===== src/rtl/arb_req_stage.sv =====
// Request front-end for a 4-way round-robin arbiter: per-channel FIFOs, req generation,
// and a registered output slot. Define ARB_REQ_STAGE_GNT_CHECK_EN to enable the sticky gnt_err check.
module arb_req_stage #(
  parameter int DW    = 8,
  parameter int DEPTH = 2
) (
  input  logic            clk,
  input  logic            rst,
  input  logic [3:0]      in_valid,
  input  logic [4*DW-1:0] in_data,
  output logic [3:0]      in_ready,
  output logic [3:0]      req,
  input  logic [3:0]      gnt,
  output logic            out_valid,
  output logic [DW-1:0]   out_data,
  output logic [1:0]      out_src,
  input  logic            out_ready,
  output logic            gnt_err
);

  localparam int PW = (DEPTH > 1) ? $clog2(DEPTH) : 1;
  localparam int CW = $clog2(DEPTH + 1);
  localparam logic [CW-1:0] FULL = CW'(DEPTH);

  logic [DW-1:0] mem  [4][DEPTH];
  logic [PW-1:0] wptr [4];
  logic [PW-1:0] rptr [4];
  logic [CW-1:0] cnt  [4];

  logic          slot_free;
  logic          gnt_onehot;
  logic [3:0]    push;
  logic [3:0]    pop;
  logic          any_pop;
  logic [1:0]    pop_idx;
  logic [DW-1:0] head;

  assign slot_free  = !out_valid || out_ready;
  assign gnt_onehot = (gnt != 4'b0000) && ((gnt & (gnt - 4'd1)) == 4'b0000);

  always_comb begin
    // NOTE: every combinational output gets a default first so no path leaves it unassigned (no latch).
    in_ready = '0;
    req      = '0;
    push     = '0;
    pop      = '0;
    pop_idx  = '0;
    for (int i = 0; i < 4; i++) begin
      in_ready[i] = !rst && (cnt[i] != FULL);
      req[i]      = !rst && (cnt[i] != '0) && slot_free;
      push[i]     = in_valid[i] && in_ready[i];
      pop[i]      = gnt[i] && req[i] && gnt_onehot;
      if (pop[i]) pop_idx = 2'(i);
    end
    any_pop = |pop;
    head    = mem[pop_idx][rptr[pop_idx]];
  end

  // NOTE: FIFO storage carries no reset; the pointers and counts alone define which entries are live.
  always_ff @(posedge clk) begin
    for (int i = 0; i < 4; i++) begin
      if (push[i]) mem[i][wptr[i]] <= in_data[i*DW +: DW];
    end
  end

  // NOTE: sequential state uses non-blocking assignments so all registers update from pre-edge values.
  always_ff @(posedge clk) begin
    if (rst) begin
      for (int i = 0; i < 4; i++) begin
        wptr[i] <= '0;
        rptr[i] <= '0;
        cnt[i]  <= '0;
      end
      out_valid <= 1'b0;
      out_data  <= '0;
      out_src   <= '0;
    end else begin
      for (int i = 0; i < 4; i++) begin
        if (push[i]) wptr[i] <= wptr[i] + 1'b1;
        if (pop[i])  rptr[i] <= rptr[i] + 1'b1;
        case ({push[i], pop[i]})
          2'b10:   cnt[i] <= cnt[i] + 1'b1;
          2'b01:   cnt[i] <= cnt[i] - 1'b1;
          default: cnt[i] <= cnt[i];
        endcase
      end
      // A pop in the same cycle as a drain replaces the slot, keeping out_valid high.
      if (any_pop) begin
        out_valid <= 1'b1;
        out_data  <= head;
        out_src   <= pop_idx;
      end else if (out_valid && out_ready) begin
        out_valid <= 1'b0;
      end
    end
  end

`ifdef ARB_REQ_STAGE_GNT_CHECK_EN
  logic err_q;
  always_ff @(posedge clk) begin
    if (rst) begin
      err_q <= 1'b0;
    end else if ((gnt != 4'b0000) && (!gnt_onehot || ((gnt & ~req) != 4'b0000))) begin
      err_q <= 1'b1;
    end
  end
  assign gnt_err = err_q;
`else
  assign gnt_err = 1'b0;
`endif

endmodule


===== config.mk =====
export PLATFORM = sky130hd
export DESIGN_NAME = arb_req_stage
export DESIGN_NICKNAME = d
export VERILOG_FILES = /design/src/rtl/arb_req_stage.sv
export SDC_FILE = /design/constraint.sdc
export NUM_CORES = 1
export LEC_CHECK = 0
export ABC_AREA = 1
export CORE_MARGIN = 5
export CORE_UTILIZATION = 55
export CTS_CLUSTER_DIAMETER = 60
export DETAILED_ROUTE_END_ITERATION = 6
export HOLD_SLACK_MARGIN = 0.12
export PLACE_DENSITY_LB_ADDON = 0.2
export SYNTH_ARGS = -nofsm -noshare
export SYNTH_HDL_FRONTEND = slang
export SYNTH_SLANG_ARGS = --single-unit

===== constraint.sdc =====
create_clock -name clk -period 3.33 [get_ports clk]
set_input_delay 0.333 -clock clk [delete_from_list [all_inputs] [get_ports clk]]
set_output_delay 0.333 -clock clk [all_outputs]
set_load 0.05 [all_outputs]

port_nets.png
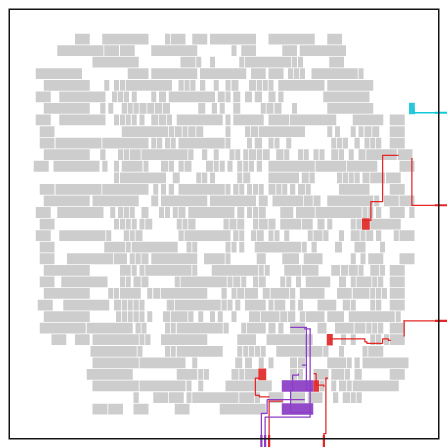
- purple: out_src (bits 2; direction output; edge bottom; end cells 2; buffers 2; wire 92.8 um)
- red: in_ready (bits 4; direction output; edge 2 bottom, 2 right; end cells 4; buffers 4; wire 108 um)
- cyan: gnt_err (bits 1; direction output; edge right; end cells 1; buffers 0; wire 6.10 um)

pins.png
Pins as bars across the die edge, other pins in grey.
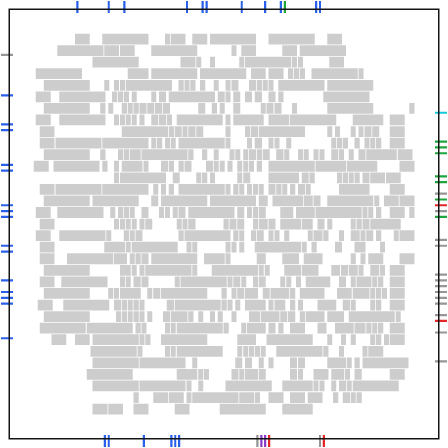
- red: in_ready (pins 4; direction output; edge 2 bottom, 2 right)
- green: out_data (pins 8; direction output; edge 7 right, 1 top)
- blue: in_data (pins 32; direction input; edge 15 left, 11 top, 6 bottom)
- purple: out_src (pins 2; direction output; edge bottom)
- cyan: gnt_err (pins 1; direction output; edge right)
- all pins by edge: 23 right, 16 left, 12 top, 12 bottom

final_placement.png
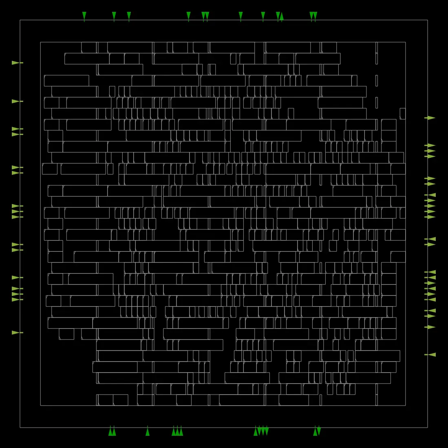
core area: 8090 um2
Seq/total area: 0.485
final cell count without fillers: 676
tap cells: 105
Filler Cell Count: 678

==> qor.txt <==
Tmin final: 2430 ps
Row count: 33
Worst slack, placed: 531 ps
Core Util, Final: 0.668
Vias: 3328
Ant diodes: 0
Post-Synth Adder-Cell Area: 0.0277
CTS tree: done
Total grt overflow: 0
Top area cell types: edfxtp_1, nand2_1, inv_1
CTS root buffer: clkbuf_8
Fin Setup TNS: 0 ps
PortBufs: 61
Seq/Total Area, Yosys: 0.580
Status: complete, no violations
Most numerous logic cells after layout: nand2_1, inv_1, edfxtp_1
Critical Path End Type: output pin
DRC Markers: 0
Crit-path max FO: 4
Top delay family on crit path: buffers and inverters
Vias in the first global route: 3216
Crit-path slowest cell: clkdlybuf4s50_1
Nets: 619
[cells by family (layout without fill, tap and decap cells)]
group	Yosys count	in the layout
flip-flops	91	91
other	1	1
adder cells (fa/ha/maj)	10	10
XOR/XNOR	2	2
AND/OR/NAND/NOR	243	243
AND-OR/OR-AND	28	28
buffers and inverters	129	196
[metrics by stage]
stage | hold WS (ps) | instance area, um2
floorplan | 432 | 4520
global placement | 454 | 5200
detailed placement | 466 | 5200
CTS | 482 | 5400
global route | 517 | 5400
finish | 480 | 5400
[state kept, by name (all words and copies together), names as in the netlist]
signal,cells
wptr,4
mem,64
out_data,8
cnt,8
out_valid,1
rptr,4
out_src,2
[worst min-delay path by stage]
stage | from | to | slack (ps)
CTS | out_src[1] | out_src[1] | 480
global placement | out_src[1] | out_src[1] | 450
finish | out_src[1] | out_src[1] | 480
floorplan | in_data[0] | mem[0][0] | 430
global route | out_src[1] | out_src[1] | 520
detailed placement | out_src[1] | out_src[1] | 470
[layer usage]
layer | track usage | vias to the layer above | wire length [um]
met5 | 0 | - | 0
met3 | 0.0464 | 22 | 657
li1 | - | 1695 | -
met2 | 0.335 | 109 | 4700
met4 | 0.0881 | 0 | 229
met1 | 0.258 | 1502 | 4340
[cell usage after synthesis]
cell type and count:
edfxtp_1 80, nand3_1 57, nand3_2 1, o21ai_1 3, nand2_4 1, a21oi_1 11, xor2_1 2, nand2_1 130
buf_2 3, conb_1 1, nor3_2 1, o31ai_1 1, nand4_1 1, o21ai_0 10, buf_1 1, ha_1 10
nand2_2 5, clkbuf_1 2, inv_1 108, inv_2 6, nor2_4 4, a211oi_1 1, buf_6 1, buf_4 8
nor2_2 3, nor3_1 1, or2_2 1, a21oi_4 2, nor2_1 38, dfxtp_1 11
[power by group]
part | switching, mW | leakage (nW) | internal (mW)
registers | 0.0291 | 0.841 | 1.31
clock network | 0.405 | 0.103 | 0.357
logic | 0.293 | 1.58 | 0.161
[layout make-up]
class / count / area [um2] / share of cell area
flip-flops and latches: 91 / 2620 / 0.485
multi-input cells: 284 / 1370 / 0.254
repair buffers: 66 / 648 / 0.120
inverters: 114 / 428 / 0.0792
well taps: 105 / 131 / 0.0243
clock buffers: 10 / 128 / 0.0236
clock inverters: 6 / 72.6 / 0.0134
[worst register-to-register path, cell delays in order, from the launching register on]
cell	delay, ps
edfxtp_1	360
inv_1	60
ha_1	220
nor2_1	110
nand3_1	200
a21oi_4	530
buf_4	260
nand2_1	80
nand3_1	90
nand2_1	50
nand2_1	70
nand3_1	120
nand2_1	90
inv_1	30
Power figures rest on the tool's default switching activity, not on a simulated workload.
